Run 1, selected gate families:
Bar = 50 um.
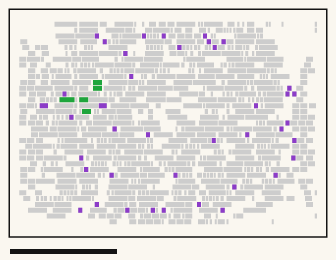
Run 1, a small window of the routed layout:
Bar = 5 um. Region (64, 64) to (84, 84) um. Cells in grey, sequential cells in the stronger grey; small squares are vias.
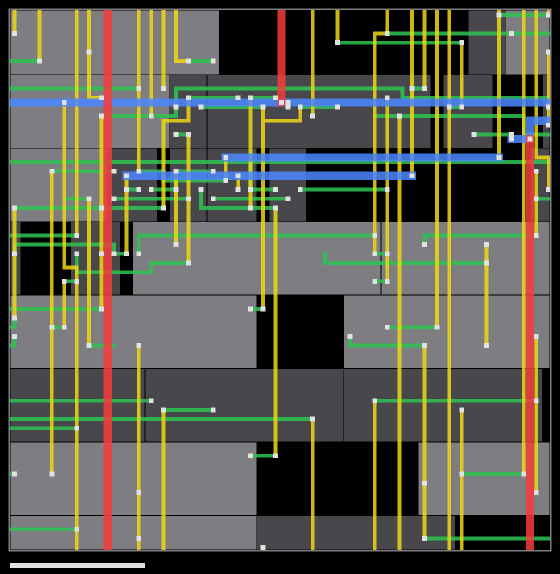
Run 1, sequential cells coloured by netlist name:
Bar = 50 um. Other sequential cells in the stronger grey, the rest of the logic in the fainter grey.
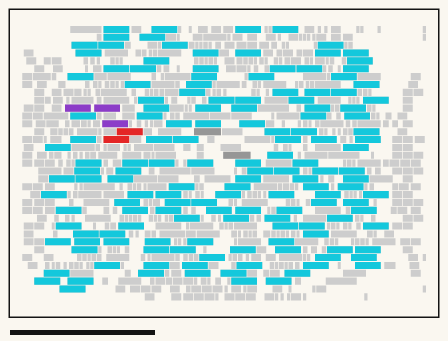
**config.mk**
```make
export PLATFORM = sky130hd
export DESIGN_NAME = writeback_unit_flat
export DESIGN_NICKNAME = d
export VERILOG_FILES = /design/src/rtl/proc_pkg.sv /design/src/rtl/writeback_unit_if.sv /design/src/rtl/wb_fifo.sv /design/src/rtl/writeback_unit.sv /design/src/flat_wrapper.sv
export SDC_FILE = /design/constraint.sdc
export NUM_CORES = 1
export LEC_CHECK = 0
export CAP_MARGIN = 15
export CORE_ASPECT_RATIO = 0.7
export CORE_MARGIN = 4
export CORE_UTILIZATION = 55
export DETAILED_ROUTE_END_ITERATION = 10
export GPL_TIMING_DRIVEN = 1
export HOLD_SLACK_MARGIN = 0.1
export PLACE_DENSITY = 0.86
export SYNTH_ARGS = -nofsm -noshare
export SYNTH_HDL_FRONTEND = slang
export SYNTH_SLANG_ARGS = --single-unit
export TNS_END_PERCENT = 10
```
**constraint.sdc**
```tcl
create_clock -name clk -period 3.27 [get_ports clk]
set_clock_uncertainty 0.15 [all_clocks]
set_input_delay 0.654 -clock clk [delete_from_list [all_inputs] [get_ports clk]]
set_output_delay 0.654 -clock clk [all_outputs]
set_load 0.02 [all_outputs]
```
**src/rtl/proc_pkg.sv**
```systemverilog
// Shared datapath types and widths for the register-file write side.
package proc_pkg;
    localparam int unsigned AW = 5;
    localparam int unsigned DW = 32;
    localparam logic [AW-1:0] REG_ZERO = '0;

    typedef struct packed {
        logic [AW-1:0] addr;
        logic [DW-1:0] data;
    } wb_entry_t;
endpackage

```
**src/rtl/writeback_unit_if.sv**
```systemverilog
// Result handshake from execute/memory plus the register-file write port.
interface writeback_unit_if;
    import proc_pkg::*;

    logic          res_valid;
    logic          res_ready;
    logic [DW-1:0] res_alu;
    logic [DW-1:0] res_mem;
    logic          res_memtoreg;
    logic [AW-1:0] res_rt;
    logic [AW-1:0] res_rd;
    logic          res_regdest;
    logic          res_regwrite;
    logic          rf_ready;
    logic          wr_en;
    logic [AW-1:0] wr_addr;
    logic [DW-1:0] wr_data;

    modport master (
        output res_valid, res_alu, res_mem, res_memtoreg, res_rt, res_rd,
               res_regdest, res_regwrite, rf_ready,
        input  res_ready, wr_en, wr_addr, wr_data
    );

    modport slave (
        input  res_valid, res_alu, res_mem, res_memtoreg, res_rt, res_rd,
               res_regdest, res_regwrite, rf_ready,
        output res_ready, wr_en, wr_addr, wr_data
    );
endinterface

```
**src/rtl/wb_fifo.sv**
```systemverilog
// In-order write queue; exposes every slot oldest-first for the lookup scan.
module wb_fifo
    import proc_pkg::*;
#(
    parameter int unsigned DEPTH = 4
) (
    input  logic                   clk,
    input  logic                   rst_n,
    input  logic                   push,
    input  logic                   pop,
    input  logic                   flush,
    input  wb_entry_t              wr_entry,
    output wb_entry_t              head,
    output logic [$clog2(DEPTH):0] count,
    output wb_entry_t              entries [DEPTH],
    output logic [DEPTH-1:0]       valid
);
    localparam int unsigned PW = $clog2(DEPTH);
    localparam int unsigned CW = PW + 1;

    wb_entry_t     mem [DEPTH];
    logic [PW-1:0] wr_ptr;
    logic [PW-1:0] rd_ptr;

    // Flush wins over any push/pop in the same cycle.
    always_ff @(posedge clk or negedge rst_n) begin
        if (!rst_n) begin
            wr_ptr <= '0;
            rd_ptr <= '0;
            count  <= '0;
            for (int unsigned i = 0; i < DEPTH; i++) mem[i] <= '0;
        end else if (flush) begin
            wr_ptr <= '0;
            rd_ptr <= '0;
            count  <= '0;
        end else begin
            if (push) begin
                mem[wr_ptr] <= wr_entry;
                wr_ptr      <= wr_ptr + PW'(1);
            end
            if (pop) rd_ptr <= rd_ptr + PW'(1);
            if (push && !pop)      count <= count + CW'(1);
            else if (pop && !push) count <= count - CW'(1);
        end
    end

    assign head = mem[rd_ptr];

    // Slot i of the view is the i-th oldest entry.
    always_comb begin
        for (int unsigned i = 0; i < DEPTH; i++) begin
            entries[i] = mem[rd_ptr + PW'(i)];
            valid[i]   = CW'(i) < count;
        end
    end
endmodule

```
**src/rtl/writeback_unit.sv**
```systemverilog
// Register-file writeback: source/destination muxing, r0 drop filter and queueing.
// Optional pending-value lookup is built when WB_FORWARD_EN is defined.
module writeback_unit
    import proc_pkg::*;
#(
    parameter int unsigned DEPTH = 4
) (
    input  logic                   clk,
    input  logic                   rst_n,
    writeback_unit_if.slave        wb,
    input  logic                   flush,
    input  logic [AW-1:0]          fwd_addr,
    output logic                   fwd_hit,
    output logic [DW-1:0]          fwd_data,
    output logic [$clog2(DEPTH):0] count
);
    localparam int unsigned CW = $clog2(DEPTH) + 1;

    wb_entry_t        new_entry;
    wb_entry_t        head;
    wb_entry_t        entries [DEPTH];
    logic [DEPTH-1:0] valid;
    logic             accept;
    logic             push;
    logic             pop;

    assign new_entry.addr = wb.res_regdest  ? wb.res_rd  : wb.res_rt;
    assign new_entry.data = wb.res_memtoreg ? wb.res_mem : wb.res_alu;

    // Ready looks only at the registered count, so a full queue never accepts on a pop.
    assign wb.res_ready = count < CW'(DEPTH);
    assign accept       = wb.res_valid && wb.res_ready;
    assign push         = accept && wb.res_regwrite && (new_entry.addr != REG_ZERO);
    assign pop          = wb.wr_en && wb.rf_ready;

    wb_fifo #(.DEPTH(DEPTH)) u_fifo (
        .clk      (clk),
        .rst_n    (rst_n),
        .push     (push),
        .pop      (pop),
        .flush    (flush),
        .wr_entry (new_entry),
        .head     (head),
        .count    (count),
        .entries  (entries),
        .valid    (valid)
    );

    assign wb.wr_en   = count != '0;
    assign wb.wr_addr = wb.wr_en ? head.addr : '0;
    assign wb.wr_data = wb.wr_en ? head.data : '0;

`ifdef WB_FORWARD_EN
    // Oldest to youngest, so the last match is the youngest.
    always_comb begin
        fwd_hit  = 1'b0;
        fwd_data = '0;
        for (int unsigned i = 0; i < DEPTH; i++) begin
            if (valid[i] && (entries[i].addr == fwd_addr) && (fwd_addr != REG_ZERO)) begin
                fwd_hit  = 1'b1;
                fwd_data = entries[i].data;
            end
        end
    end
`else
    logic [DEPTH-1:0] unused_scan;
    logic             unused_addr;

    always_comb begin
        for (int unsigned i = 0; i < DEPTH; i++) unused_scan[i] = valid[i] ^ (^entries[i]);
    end

    assign unused_addr = ^fwd_addr;
    assign fwd_hit     = 1'b0;
    assign fwd_data    = '0;
`endif
endmodule
```
**src/flat_wrapper.sv**
```systemverilog
// flat-port wrapper written by rule: the top's interface ports become plain ports
module writeback_unit_flat import proc_pkg::*;
#(
    parameter int unsigned DEPTH = 4
)
  (clk, rst_n, flush, fwd_addr, fwd_hit, fwd_data, count, wb_res_valid, wb_res_alu, wb_res_mem, wb_res_memtoreg, wb_res_rt, wb_res_rd, wb_res_regdest, wb_res_regwrite, wb_rf_ready, wb_res_ready, wb_wr_en, wb_wr_addr, wb_wr_data);
  writeback_unit_if wb_i ();
  input  logic clk;
  input  logic rst_n;
  input  logic flush;
  input  logic [AW-1:0] fwd_addr;
  output logic fwd_hit;
  output logic [DW-1:0] fwd_data;
  output logic [$clog2(DEPTH):0] count;
  input wire logic [$bits(wb_i.res_valid)-1:0] wb_res_valid;
  input wire logic [$bits(wb_i.res_alu)-1:0] wb_res_alu;
  input wire logic [$bits(wb_i.res_mem)-1:0] wb_res_mem;
  input wire logic [$bits(wb_i.res_memtoreg)-1:0] wb_res_memtoreg;
  input wire logic [$bits(wb_i.res_rt)-1:0] wb_res_rt;
  input wire logic [$bits(wb_i.res_rd)-1:0] wb_res_rd;
  input wire logic [$bits(wb_i.res_regdest)-1:0] wb_res_regdest;
  input wire logic [$bits(wb_i.res_regwrite)-1:0] wb_res_regwrite;
  input wire logic [$bits(wb_i.rf_ready)-1:0] wb_rf_ready;
  output wire logic [$bits(wb_i.res_ready)-1:0] wb_res_ready;
  output wire logic [$bits(wb_i.wr_en)-1:0] wb_wr_en;
  output wire logic [$bits(wb_i.wr_addr)-1:0] wb_wr_addr;
  output wire logic [$bits(wb_i.wr_data)-1:0] wb_wr_data;
  assign wb_i.res_valid = wb_res_valid;
  assign wb_i.res_alu = wb_res_alu;
  assign wb_i.res_mem = wb_res_mem;
  assign wb_i.res_memtoreg = wb_res_memtoreg;
  assign wb_i.res_rt = wb_res_rt;
  assign wb_i.res_rd = wb_res_rd;
  assign wb_i.res_regdest = wb_res_regdest;
  assign wb_i.res_regwrite = wb_res_regwrite;
  assign wb_i.rf_ready = wb_rf_ready;
  assign wb_res_ready = wb_i.res_ready;
  assign wb_wr_en = wb_i.wr_en;
  assign wb_wr_addr = wb_i.wr_addr;
  assign wb_wr_data = wb_i.wr_data;
  writeback_unit #(.DEPTH(DEPTH)) u_core (.clk(clk), .rst_n(rst_n), .wb(wb_i), .flush(flush), .fwd_addr(fwd_addr), .fwd_hit(fwd_hit), .fwd_data(fwd_data), .count(count));
endmodule
```
==> run_results.csv, run 1 <==
group,metric,value,unit
logic_synthesis,flop_cell,"dfrtp_1",
final_timing,slew_headroom,54.5,%
die,ios,162,
clock_tree,clkLatencyLatePin,0.41,ns
global_route,antenna_found_initial,0,
final_timing,fmax,321,MHz
cells_and_area,final_cell_mix,"nor2_1, a21oi_1, dfrtp_1, clkdlybuf4s50_1",
logic_synthesis,xor_share,0.348,%
worst_hold_path,hold_path_class,"in -> async",
die,die-width,148,um
final_timing,tns,0,ns
placement,io_buffers,123,
detailed_routing,vias,5667,
logic_synthesis,ys.flops,155,
logic_synthesis,ys_top_logic_family,"multiplexers",
placement,gp_congestion,0.816,
detailed_routing,via_per_inst,5.64,
cells_and_area,diodes,0,
clock_tree,path_clk_slew,0.06,ns
setup_path,critPathLaunchType,"flip-flop",
clock_tree,clockRootBuffer,"clkbuf_16",
logic_synthesis,aoi_share,10.8,%
setup_path,required,2.47,ns
detailed_routing,route.detailed.drc,0,
cells_and_area,nets,898,
setup_path,crit_family,"buffers and inverters",
logic_synthesis,async_flop_share,100,%
final_timing,period_used_share,95.4,%
final_timing,finalSetupViolCount,0,
logic_synthesis,synth-warning-count,0,
clock_tree,clock-sinks,155,
logic_synthesis,edf_count,0,
final_timing,finalHoldViolCount,0,
power,p_leak,4.11,nW
setup_path,cp_max_fo,19,
logic_synthesis,area_leaders,"dfrtp_1, mux4_2, a21oi_1, nor2_1, buf_4",
clock_tree,cts_resized,1,
setup_path,critPathArrivalTime,2.31,ns
detailed_routing,firstDrtPassIters,5,
logic_synthesis,ys_cells,696,
logic_synthesis,synthAdderAreaFrac,0.929,%
final_timing,maxSlewViolCount,0,
logic_synthesis,ys_sh_simple,13.3,%
clock_tree,post-cts-setup-buffers,0,
outcome,status,"finished clean",
final_timing,grt_setup_unrepaired,"false",
Back to the opening pictures, 'selected gate families':
[adder and majority cells] green | cells: 5 | most used: ha_1 | where: west
[AND and OR gates] purple | cells: 40 | most used: and2_1 | where: widely spread
Post-Layout Cell Count: 1,004
combinational fraction of the cell area: 34.2%

Back to the opening pictures, 'a small window of the routed layout':
[metal 3] blue
[metal 4] red
[metal 2] yellow
[metal 1] green
cells with their middle in the window: 20
sequential cells in the window: 8
netlist names of flops here include: u_core.u_fifo.mem (8)
most frequent: dfrtp_1 (8), nor2_1 (3), a21oi_1 (3)

Back to the opening pictures, 'sequential cells coloured by netlist name':
[u_core.u_fifo.count] purple | placed flops: 3
[u_core.u_fifo.wr_ptr] red | placed flops: 2
[u_core.u_fifo.mem] cyan | placed flops: 148 | where: widely spread
not coloured: 2
post-layout util: 71.8%
sequential cell area share: 40.6%
sequential power: 0.00288 W
Reg area: 3880 sq um

==> run 1: cell families after synthesis <==
logic type,count (synthesis)
simple gates,210
mux,74
fa+ha+maj,5
compound gates,159
buf+inv,89
other cells,1
xor+xnor,3
flops,155
==> run 1: stage by stage <==
stage	instances	utilization, %	cell area (sq um)	power [W]
finish	1004	71.8	9550	0.00810
global route	1004	71.8	9550	0.00852
CTS	1004	71.8	9550	0.00815
detailed placement	972	66.7	8880	0.00585
global placement	972	66.7	8880	0.00569
floorplan	728	-	7670	0.00468
==> run 1: final cells by class <==
cell class | instances | area, sq um
Clock inverter | 11 | 213
Fill cell | 935 | 3760
Clock buffer | 21 | 460
Tap cell | 185 | 231
Multi-Input combinational cell | 484 | 3270
Timing Repair Buffer | 143 | 1480
Inverter | 5 | 18.8
Sequential cell | 155 | 3880
==> run 1: worst paths after layout <==
path | from | to | slack, ns | cells after the start
worst max-delay path | u_core.u_fifo.rd_ptr[0]$_DFFE_PN0P_ | wb_wr_data[1] | 0.15 | 4
worst min-delay path | rst_n | u_core.u_fifo.mem[125]$_DFFE_PN0P_ | 0.10 | 1
worst max register to register | u_core.u_fifo.count[2]$_DFFE_PN0P_ | u_core.u_fifo.count[1]$_DFFE_PN0P_ | 0.52 | 7
worst min register to register | u_core.u_fifo.mem[37]$_DFFE_PN0P_ | u_core.u_fifo.mem[37]$_DFFE_PN0P_ | 0.37 | 2
max in group asynchronous | rst_n | u_core.u_fifo.rd_ptr[1]$_DFFE_PN0P_ | 2.08 | 2
min in group clk | u_core.u_fifo.mem[37]$_DFFE_PN0P_ | u_core.u_fifo.mem[37]$_DFFE_PN0P_ | 0.37 | 2
==> run 1: routing by layer <==
| metal | global-route usage, % | share of wire [%] | vias up |
|---|---|---|---|
| met5 | 0 | 0 | - |
| met2 | 41.6 | 52 | 268 |
| met4 | 6.53 | 1.4 | 0 |
| li1 | - | - | 2555 |
| met1 | 30.8 | 39 | 2825 |
| met3 | 5.16 | 7.7 | 19 |
==> run 1: worst register-to-register path, delay by kind of cell, from the launching register on <==
kind,cells,cell delay (ns)
AOI/OAI and AO/OA,1,0.09
adders and majority gates,1,0.47
buffers and inverters,1,0.20
DFF,1,0.49
and+or+nand+nor,4,1.27
==> run 1: flip-flops by register name (all words and copies together) (netlist names) <==
register and cells:
u_core.u_fifo.mem 148, u_core.u_fifo.count 3, u_core.u_fifo.rd_ptr 2, u_core.u_fifo.wr_ptr 2
==> run 1: where the power goes <==
part	leakage (nW)	switching [W]	total, W	internal [W]
Clock	0.332	0.000763	0.00224	0.00147
Sequential	1.95	0.000357	0.00288	0.00252
Combinational	1.83	0.00143	0.00298	0.00155
Total	4.11	0.00255	0.00810	0.00554
Run 1, routed metal, one colour a layer:
Bar = 50 um.
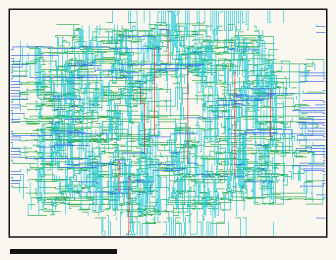

==> inputs of run 2 (changes only) <==
Settings changed: CORE_MARGIN 4 to default, SKIP_CTS_REPAIR_TIMING from default to 1.
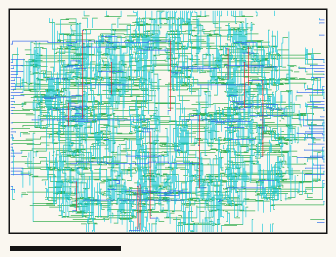
Run 2: routed metal, one colour a layer
Bar = 50 um.
[metal 3] blue | wire length: 1,090 um
[metal 4] red | wire length: 304 um
[metal 2] cyan | wire length: 9,300 um
[metal 1] green | wire length: 7,730 um
post-DR wirelength/cell: 18.4 um
all-layer global routing usage: 27.3%
Vias: 5,740
total wire length: 18,400 um

==> run_results.csv, run 2 <==
group,metric,value,unit
logic_synthesis,flop_cell,"dfrtp_1",
logic_synthesis,area_leaders,"dfrtp_1, mux4_2, a21oi_1, nor2_1, buf_4",
cells_and_area,final_cell_mix,"nor2_1, a21oi_1, dfrtp_1, clkdlybuf4s50_1",
cells_and_area,largest_register_ffs,148,
cells_and_area,largestRegisters,"u_core.u_fifo.mem (148), u_core.u_fifo.count (3)",
global_route,antenna_found_initial,0,
die,ios,162,
worst_hold_path,hold_path_class,"in -> async",
cells_and_area,largest_register,"u_core.u_fifo.mem",
placement,gp_congestion,0.839,
final_timing,tns,0,ns
setup_path,r2r_slack,0.82,ns
cells_and_area,diodes,0,
final_timing,grt_setup_unrepaired,"false",
final_timing,slew_headroom,48.6,%
setup_path,required,2.47,ns
final_timing,period_used_share,97.0,%
final_timing,fmax,315,MHz
logic_synthesis,edf_count,0,
power,p_seq_share,36.6,%
power,switching_share,33.1,%
cells_and_area,fin_area,9480,sq um
logic_synthesis,synth-warning-count,0,
setup_path,critPathLaunchType,"flip-flop",
power,intPower,0.00528,W
setup_path,reg2reg_depth,6,
clock_tree,clockRootBuffer,"clkbuf_16",
logic_synthesis,async_flop_share,100,%
clock_tree,clock-sinks,155,
power,p_switching,0.00261,W
setup_path,crit_family,"buffers and inverters",
setup_path,cp.depth,4,
setup_path,rr_endpoint,"u_core.u_fifo.count[1]$_DFFE_PN0P_",
detailed_routing,firstDrtPassIters,4,
clock_tree,clkLatencyLatePin,0.42,ns
setup_path,cp_max_fo,8,
cells_and_area,nets,898,
logic_synthesis,ys_cells,696,
final_timing,maxSlewViolCount,0,
power,power_frac_comb,37.8,%
power,clockPowerShare,25.6,%
placement,io_buffers,123,
placement,dpl-instance-area,8840,sq um
logic_synthesis,ys.flops,155,
outcome,status,"finished clean",
==> run 2: power by group through the flow <==
stage / Clock [W] / Combinational (W) / Sequential (W)
after floorplan: 0 / 0.00191 / 0.00278
after detailed placement: 0 / 0.00294 / 0.00289
after global placement: 0 / 0.00282 / 0.00281
final: 0.00202 / 0.00298 / 0.00289
after global routing: 0.00211 / 0.00323 / 0.00294
after CTS: 0.00204 / 0.00297 / 0.00287
==> run 2: metrics by stage <==
| stage | worst slack [ns] | hold slack [ns] | cells | util [%] | power [W] |
|---|---|---|---|---|---|
| floorplan | 0.799 | 0.208 | 728 | - | 0.00468 |
| CTS | 0.0475 | 0.154 | 1003 | 71.2 | 0.00788 |
| global placement | 0.388 | 0.351 | 971 | 66.6 | 0.00563 |
| detailed placement | 0.250 | 0.364 | 971 | 66.6 | 0.00583 |
| global route | 0.0189 | 0.181 | 1004 | 71.5 | 0.00828 |
| finish | 0.0979 | 0.113 | 1004 | 71.5 | 0.00789 |
==> run 2: worst max path at each step <==
stage                                   startpoint                                 end  slack [ns]
6_report       u_core.u_fifo.rd_ptr[0]$_DFFE_PN0P_                       wb_wr_data[4]         0.1
5_1_grt        u_core.u_fifo.rd_ptr[0]$_DFFE_PN0P_                       wb_wr_data[3]        0.02
4_1_cts        u_core.u_fifo.rd_ptr[0]$_DFFE_PN0P_                      wb_wr_data[21]        0.05
3_5_place_dp                        wb_res_regdest  u_core.u_fifo.count[2]$_DFFE_PN0P_        0.25
3_3_place_gp                        wb_res_regdest  u_core.u_fifo.count[2]$_DFFE_PN0P_        0.39
2_1_floorplan  u_core.u_fifo.rd_ptr[0]$_DFFE_PN0P_                       wb_wr_addr[0]        0.80
==> run 2: layer usage <==
layer | GRT usage (%) | routed length [um]
met1 | 35.8 | 7730
met2 | 45.2 | 9300
met3 | 5.25 | 1090
met4 | 11.2 | 303
met5 | 0 | 0
==> run 2: cell type report <==
cell class / count / area (sq um) / share of cell area (%)
sequential: 155 / 3880 / 40.9
multi-input combinational: 484 / 3270 / 34.5
timing repair buffer: 143 / 1470 / 15.5
clock buffer: 18 / 439 / 4.63
tap: 185 / 231 / 2.44
clock inverter: 14 / 170 / 1.79
inverter: 5 / 18.8 / 0.198
==> run 2: cells by family after synthesis <==
family,Yosys count,share of synthesized area [%]
AND/OR/NAND/NOR,210,13.3
other,1,0.0497
adder cells (fa/ha/maj),5,0.929
multiplexers,74,16.0
flip-flops,155,51.4
AND-OR/OR-AND,159,10.8
XOR/XNOR,3,0.348
buffers and inverters,89,7.23
==> inputs of run 3 (changes only) <==
Settings changed: CORE_MARGIN from default to 1, CTS_CLUSTER_DIAMETER from default to 100.
==> run_results.csv, run 3 <==
group,metric,value,unit
logic_synthesis,area_leaders,"dfrtp_1, mux4_2, a21oi_1, nor2_1, buf_4",
logic_synthesis,top_cell,"dfrtp_1",
cells_and_area,largestRegisters,"u_core.u_fifo.mem (148), u_core.u_fifo.count (3)",
final_timing,maxSlewViolCount,0,
final_timing,grt_setup_unrepaired,"false",
clock_tree,clock-sinks,155,
setup_path,slowest_stage,"mux4_2",
detailed_routing,firstDrtPassIters,4,
final_timing,period_used_share,97.0,%
detailed_routing,route.detailed.drc,0,
final_timing,fmax,315,MHz
cells_and_area,largest_register,"u_core.u_fifo.mem",
cells_and_area,largest_register_ffs,148,
placement,hpwlAfterDp,11800,um
logic_synthesis,async_flop_share,100,%
global_route,track_usage,27.3,%
placement,io_buffers,123,
flow_run,maxCapViolations,0,
detailed_routing,totalWireLength,18400,um
logic_synthesis,synth-warning-count,0,
logic_synthesis,synthesis.area_per_instance,10.8,sq um
setup_path,r2r_slack,0.82,ns
detailed_routing,ant_nets,0,
placement,gp_congestion,0.839,
setup_path,critPathLaunchType,"flip-flop",
logic_synthesis,flop_cell,"dfrtp_1",
worst_hold_path,hold_path_class,"in -> async",
setup_path,reg2reg_depth,6,
clock_tree,clockRootBuffer,"clkbuf_16",
final_timing,finalSetupViolCount,0,
setup_path,rr_endpoint,"u_core.u_fifo.count[1]$_DFFE_PN0P_",
setup_path,crit_family,"buffers and inverters",
outcome,status,"finished clean",
setup_path,required,2.47,ns
final_timing,tns,0,ns
detailed_routing,routedWlPerCell,18.4,um
cells_and_area,nets,898,
logic_synthesis,ys_cells,696,
logic_synthesis,edf_count,0,
die,ios,162,
global_route,antenna_found_initial,0,
setup_path,cp_max_fo,8,
cells_and_area,diodes,0,
cells_and_area,final_cell_mix,"nor2_1, a21oi_1, dfrtp_1, clkdlybuf4s50_1",
final_timing,slew_headroom,48.6,%
logic_synthesis,ys.flops,155,
detailed_routing,vias,5740,
clock_tree,clkLatencyLatePin,0.42,ns
logic_synthesis,synth_cell_types,30,
run 3: cell counts in the layout (fill, tap and decap cells not counted):
Identical to the previous run, type by type.
run 3: logic make-up after synthesis:
logic type / Yosys count / synth area share [%]
buffers and inverters: 89 / 7.23
other: 1 / 0.0497
AND/OR/NAND/NOR: 210 / 13.3
flip-flops: 155 / 51.4
AND-OR/OR-AND: 159 / 10.8
multiplexers: 74 / 16.0
adder cells (fa/ha/maj): 5 / 0.929
XOR/XNOR: 3 / 0.348
run 3: area by class of cell:
cell class	count	area (sq um)
Timing Repair Buffer	143	1470
Inverter	5	18.8
Sequential cell	155	3880
Tap cell	185	231
Multi-Input combinational cell	484	3270
Fill cell	916	3790
Clock inverter	14	170
Clock buffer	18	439
run 3: routing by layer:
metal  track usage, %  routed length (um)
met1             35.8                7730
met2             45.2                9300
met3             5.25                1090
met4             11.2                 303
met5                0                   0
run 3: report_power, final:
group | switching, W | internal, W
clock | 0.000797 | 0.00122
combinational | 0.00145 | 0.00153
sequential | 0.000367 | 0.00252
total | 0.00261 | 0.00528
run 3: worst max-delay path by stage:
stage | start | end | cells after the start
floorplan | u_core.u_fifo.rd_ptr[0]$_DFFE_PN0P_ | wb_wr_addr[0] | 4
global placement | wb_res_regdest | u_core.u_fifo.count[2]$_DFFE_PN0P_ | 8
detailed placement | wb_res_regdest | u_core.u_fifo.count[2]$_DFFE_PN0P_ | 8
CTS | u_core.u_fifo.rd_ptr[0]$_DFFE_PN0P_ | wb_wr_data[21] | 4
global route | u_core.u_fifo.rd_ptr[0]$_DFFE_PN0P_ | wb_wr_data[3] | 4
finish | u_core.u_fifo.rd_ptr[0]$_DFFE_PN0P_ | wb_wr_data[4] | 4
run 3: metrics by stage:
stage	worst slack, ns	instances	total power, W	hold slack, ns	instance area, sq um
after CTS	0.0475	1003	0.00788	0.154	9450
after global routing	0.0189	1004	0.00828	0.181	9480
after detailed placement	0.250	971	0.00583	0.364	8840
after floorplan	0.799	728	0.00468	0.208	7670
final	0.0979	1004	0.00789	0.113	9480
after global placement	0.388	971	0.00563	0.351	8840
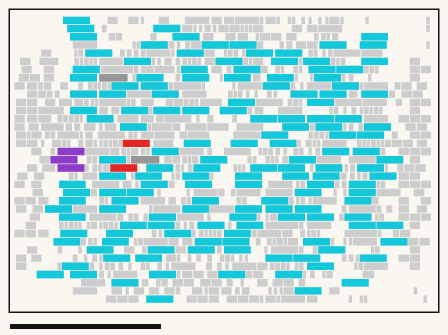
Run 3: sequential cells coloured by netlist name
Bar = 50 um. Other sequential cells in the stronger grey, the rest of the logic in the fainter grey.
[u_core.u_fifo.wr_ptr] red | placed flops: 2
[u_core.u_fifo.count] purple | placed flops: 3
[u_core.u_fifo.mem] cyan | placed flops: 148 | where: widely spread
not coloured: 2
sequential power: 0.00289 W
sequential cell area share: 40.9%
post-layout util: 71.5%

Power and IR drop assume default switching activity.
